[src/rtl/act_fetch_controller_pkg.sv]
// Shared accelerator definitions: default widths and the fetch controller state type.
package act_fetch_controller_pkg;

  localparam int ACT_IO_DATA_WIDTH = 8;
  localparam int ACT_MEM_BW        = 128;
  localparam int ACT_ADDR_WIDTH    = 16;
  localparam int ACT_CNT_WIDTH     = 16;

  typedef enum logic [1:0] {
    ST_IDLE  = 2'd0,
    ST_FETCH = 2'd1,
    ST_DRAIN = 2'd2
  } fetch_state_t;

  // Occupancy (0..2) of a two-entry buffer from its flags.
  function automatic logic [1:0] fill_level(input logic empty, input logic full);
    if (full)       return 2'd2;
    else if (empty) return 2'd0;
    else            return 2'd1;
  endfunction

endpackage

[src/rtl/act_word_fifo.sv]
// Two-entry word buffer between the activation memory and the activation driver.
module act_word_fifo #(
  parameter int WIDTH = 128
) (
  input  logic             clk,
  input  logic             arst_n_in,
  input  logic             push,
  input  logic             pop,
  input  logic [WIDTH-1:0] din,
  output logic [WIDTH-1:0] dout,
  output logic             empty,
  output logic             full
);

  logic [WIDTH-1:0] mem [2];
  logic             wr_ptr;
  logic             rd_ptr;
  logic [1:0]       count;
  logic             do_push;
  logic             do_pop;

  // A pop frees its slot in the same cycle, so push+pop is accepted even when full.
  assign do_pop  = pop && (count != 2'd0);
  assign do_push = push && ((count != 2'd2) || do_pop);

  always_ff @(posedge clk or negedge arst_n_in) begin
    if (!arst_n_in) begin
      mem[0] <= '0;
      mem[1] <= '0;
      wr_ptr <= 1'b0;
      rd_ptr <= 1'b0;
      count  <= 2'd0;
    end else begin
      if (do_push) begin
        mem[wr_ptr] <= din;
        wr_ptr      <= ~wr_ptr;
      end
      if (do_pop) rd_ptr <= ~rd_ptr;
      case ({do_push, do_pop})
        2'b10:   count <= count + 2'd1;
        2'b01:   count <= count - 2'd1;
        default: count <= count;
      endcase
    end
  end

  assign dout  = mem[rd_ptr];
  assign empty = (count == 2'd0);
  assign full  = (count == 2'd2);

  a_no_overflow: assert property (@(posedge clk) disable iff (!arst_n_in)
    !(push && full && !pop));

endmodule

[src/rtl/act_fetch_controller.sv]
// Streams num_words activation words from memory at base_addr into a valid/ready consumer.
module act_fetch_controller
  import act_fetch_controller_pkg::*;
#(
  parameter int IO_DATA_WIDTH = ACT_IO_DATA_WIDTH,
  parameter int MEM_BW        = ACT_MEM_BW,
  parameter int ADDR_WIDTH    = ACT_ADDR_WIDTH,
  parameter int CNT_WIDTH     = ACT_CNT_WIDTH
) (
  input  logic                  clk,
  input  logic                  arst_n_in,
  input  logic                  start,
  input  logic [ADDR_WIDTH-1:0] base_addr,
  input  logic [CNT_WIDTH-1:0]  num_words,
  output logic                  mem_re,
  output logic [ADDR_WIDTH-1:0] mem_addr,
  input  logic [MEM_BW-1:0]     mem_rdata,
  output logic [MEM_BW-1:0]     act_word,
  output logic                  act_valid,
  input  logic                  act_ready,
  output logic                  busy,
  output logic                  done,
  output fetch_state_t          state_dbg
);

  // Handshake: a word moves when act_valid && act_ready on a rising edge; once
  // raised, act_valid stays high and act_word stays stable until that happens.

  if (MEM_BW % IO_DATA_WIDTH != 0) begin : g_width_check
    $error("MEM_BW must be a whole number of IO_DATA_WIDTH elements");
  end

  fetch_state_t          state;
  logic [ADDR_WIDTH-1:0] addr_ptr;
  logic [CNT_WIDTH-1:0]  issue_cnt;
  logic [CNT_WIDTH-1:0]  deliver_cnt;
  logic                  inflight;
  logic                  done_zero;
  logic                  fifo_empty;
  logic                  fifo_full;
  logic                  pop_fire;
  logic                  last_accept;
  logic [2:0]            occupancy;

  act_word_fifo #(
    .WIDTH (MEM_BW)
  ) u_fifo (
    .clk       (clk),
    .arst_n_in (arst_n_in),
    .push      (inflight),
    .pop       (pop_fire),
    .din       (mem_rdata),
    .dout      (act_word),
    .empty     (fifo_empty),
    .full      (fifo_full)
  );

  assign act_valid   = !fifo_empty;
  assign pop_fire    = act_valid && act_ready;
  assign last_accept = pop_fire && (deliver_cnt == CNT_WIDTH'(1));

  // Credit counts buffered words that survive this cycle plus the read in flight,
  // so a word leaving in the same cycle lets a new read issue back-to-back.
  assign occupancy = 3'(fill_level(fifo_empty, fifo_full)) + 3'(inflight) - 3'(pop_fire);
  assign mem_re    = (state == ST_FETCH) && (issue_cnt != '0) && (occupancy < 3'd2);
  assign mem_addr  = mem_re ? addr_ptr : '0;

  assign busy      = (state != ST_IDLE);
  assign done      = last_accept || done_zero;
  assign state_dbg = state;

  always_ff @(posedge clk or negedge arst_n_in) begin
    if (!arst_n_in) begin
      state       <= ST_IDLE;
      addr_ptr    <= '0;
      issue_cnt   <= '0;
      deliver_cnt <= '0;
      inflight    <= 1'b0;
      done_zero   <= 1'b0;
    end else begin
      done_zero <= 1'b0;
      inflight  <= mem_re;
      if (mem_re) begin
        addr_ptr  <= addr_ptr + ADDR_WIDTH'(1);
        issue_cnt <= issue_cnt - CNT_WIDTH'(1);
      end
      if (pop_fire) deliver_cnt <= deliver_cnt - CNT_WIDTH'(1);

      case (state)
        ST_IDLE: begin
          if (start) begin
            if (num_words != '0) begin
              state       <= ST_FETCH;
              addr_ptr    <= base_addr;
              issue_cnt   <= num_words;
              deliver_cnt <= num_words;
            end else begin
              done_zero <= 1'b1;
            end
          end
        end
        ST_FETCH: begin
          if (last_accept)           state <= ST_IDLE;
          else if (issue_cnt == '0)  state <= ST_DRAIN;
        end
        ST_DRAIN: begin
          if (last_accept) state <= ST_IDLE;
        end
        default: state <= ST_IDLE;
      endcase
    end
  end

endmodule

[config.mk]
export PLATFORM = sky130hd
export DESIGN_NAME = act_fetch_controller
export DESIGN_NICKNAME = d
export VERILOG_FILES = /design/src/rtl/act_fetch_controller_pkg.sv /design/src/rtl/act_word_fifo.sv /design/src/rtl/act_fetch_controller.sv
export SDC_FILE = /design/constraint.sdc
export NUM_CORES = 1
export LEC_CHECK = 0
export ABC_AREA = 1
export CORE_MARGIN = 5
export CORE_UTILIZATION = 30
export CTS_BUF_LIST = sky130_fd_sc_hd__clkbuf_8
export DETAILED_ROUTE_END_ITERATION = 6
export GPL_TIMING_DRIVEN = 1
export SYNTH_ARGS = -nofsm -noshare
export SYNTH_HDL_FRONTEND = slang
export SYNTH_SLANG_ARGS = --single-unit
[constraint.sdc]
create_clock -name clk -period 3.1 [get_ports clk]
set_input_delay 0.62 -clock clk [delete_from_list [all_inputs] [get_ports clk]]
set_output_delay 0.62 -clock clk [all_outputs]
set_load 0.02 [all_outputs]
cell_density.png
(1 px per um) The die is cut into 24 by 24 equal tiles; black is low, pale yellow is high, 0 to 100% covered.
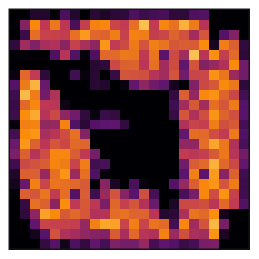
The mean over all tiles is 36%. The fullest tile reaches 87%. 24% of the tiles are nearly empty. The emptiest ninth of the die: middle.

placement_by_type.png
(1.5 px per um) Fill, decap, tap and diode cells in gray.
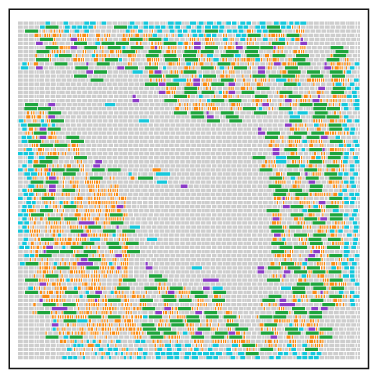
Key: sequential cells = green [cells 312, share of their area 39%]; clock drivers and dummy loads = purple [cells 102, share of their area 6.3%]; combinational and other logic = orange [cells 1631, share of their area 36%]; remaining buffers and delay cells = cyan [cells 369, share of their area 19%]

==> impl_metrics.json <==
{
  "status": "finished clean",
  "top_level_ports": 314,
  "avgViaCountPerCell": 4.47,
  "grt_pass1_vias": 13900,
  "dp_hpwl_um": 30600,
  "cp_top_family": "buffers and inverters",
  "mux_share_pct": 0,
  "critPathSlowestCell": "clkdlybuf4s50_1",
  "numPortBuffers": 313,
  "drt.antenna.violating_nets": 0,
  "synthAoiAreaFrac_pct": 11.7,
  "lay_top_count": "nand2_1",
  "vias": 13800,
  "syn2layout_area_growth_pct": 34.2,
  "drt_wl_total_um": 44300,
  "rows": 83,
  "finalCritPeriodShare_pct": 96.3,
  "cts_buffers": 55,
  "gr-usage-met3_pct": 3.20,
  "met2_usage_pct": 24.8,
  "drt_iter0_drc": 979,
  "dieWidth_um": 239,
  "top_cell_area_share_pct": 49.8,
  "setup_violations": 0,
  "synthArstFlopShare_pct": 100,
  "worstSetupPathType": "primary input to primary output",
  "die.size.y_um": 239,
  "diodes": 0,
  "grt.total_usage_pct": 15.1,
  "placed_cell_area_sq_mm": 0.0196,
  "end_kind": "primary output",
  "p_leak_nw": 11.2,
  "final_cells": 3094,
  "grt_use_met1_pct": 20.5,
  "simple_gate_share_pct": 27.6,
  "nets": 2538,
  "warnings": 30,
  "final_layout_size_suffix_gt1_share_pct": 12.3,
  "h-tree-depth": 2,
  "utilization_pct": 40.8,
  "clock_tree.buffer_depth": 3,
  "vdd_drop_max_v": 0.000497,
  "cts.clk_slew.worst_paths_ps": 60,
  "period_needed_ps": 2980,
  "cts-root-buf": "clkbuf_8",
  "cp-start-kind": "primary input",
  "clk_latency_ps": 620,
  "top_usage_layer": "met2",
  "grt_pass1_wl_um": 71700,
  "finalSetupTns_ps": 0,
  "adder_share_pct": 0.399,
  "ff_type": "dfrtp_1"
}
clk_routes.png
(2 px per um)
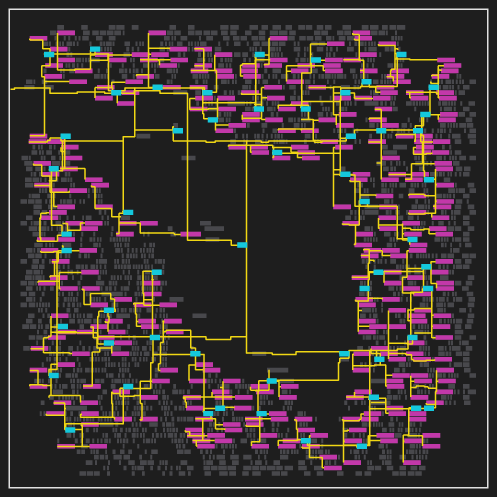
Key: clock wires = yellow [length 4800 um]; flip-flops = magenta [count 312]; clock drivers = cyan [count 55]
There are 56 routed clock nets.

==> repair_timing <==
action / 4_1_cts / 5_1_grt
setup endpoints to repair: 131 / 100
gates cloned: 0 / 1
gates resized: 24 / 84
hold buffers: 0 / 0
==> cell families (layout without fill, tap and decap cells) <==
family	count (synthesis)	in the layout
AND-OR/OR-AND	282	282
XOR/XNOR	15	15
adder cells (fa/ha/maj)	5	5
buffers and inverters	337	703
flip-flops	312	312
AND/OR/NAND/NOR	1097	1097
==> layer usage <==
layer	share of wire (%)	vias up
met5	0	-
met4	2.2	0
met3	5.9	71
met2	47	373
met1	45	6450
li1	-	6931
==> state kept, by name, indices dropped and copies added, names as in the netlist <==
name / count
u_fifo.count: 2
u_fifo.mem: 256
u_fifo.wr_ptr: 1
inflight: 1
u_fifo.rd_ptr: 1
addr_ptr: 16
deliver_cnt: 16
done_zero: 1
issue_cnt: 16
state_dbg: 2
==> cell type report <==
cell class              instances  area, sq um
repair buffers                369         3840
fillers                      5252        30500
well taps                     680          851
clock inverters                28          262
flip-flops and latches        312         7810
multi-input cells            1399         6360
inverters                     232          883
clock buffers                  74         1020
==> power by group <==
group | switching [mW] | total, mW | internal, mW
Combinational | 7.71 | 12.9 | 5.14
Sequential | 1.28 | 7.38 | 6.10
Clock | 1.77 | 4.32 | 2.55
==> worst paths after layout <==
path,from,to,slack (ps)
hold / removal,arst_n_in,u_fifo.mem[123],40
hold reg to reg,u_fifo.mem[228],u_fifo.mem[228],480
setup reg to reg,issue_cnt[0],issue_cnt[1],1180
max in group asynchronous,arst_n_in,u_fifo.mem[39],2250
min in group clk,u_fifo.mem[228],u_fifo.mem[228],480
setup / recovery,act_ready,mem_addr[4],120
Power and IR drop assume default switching activity.
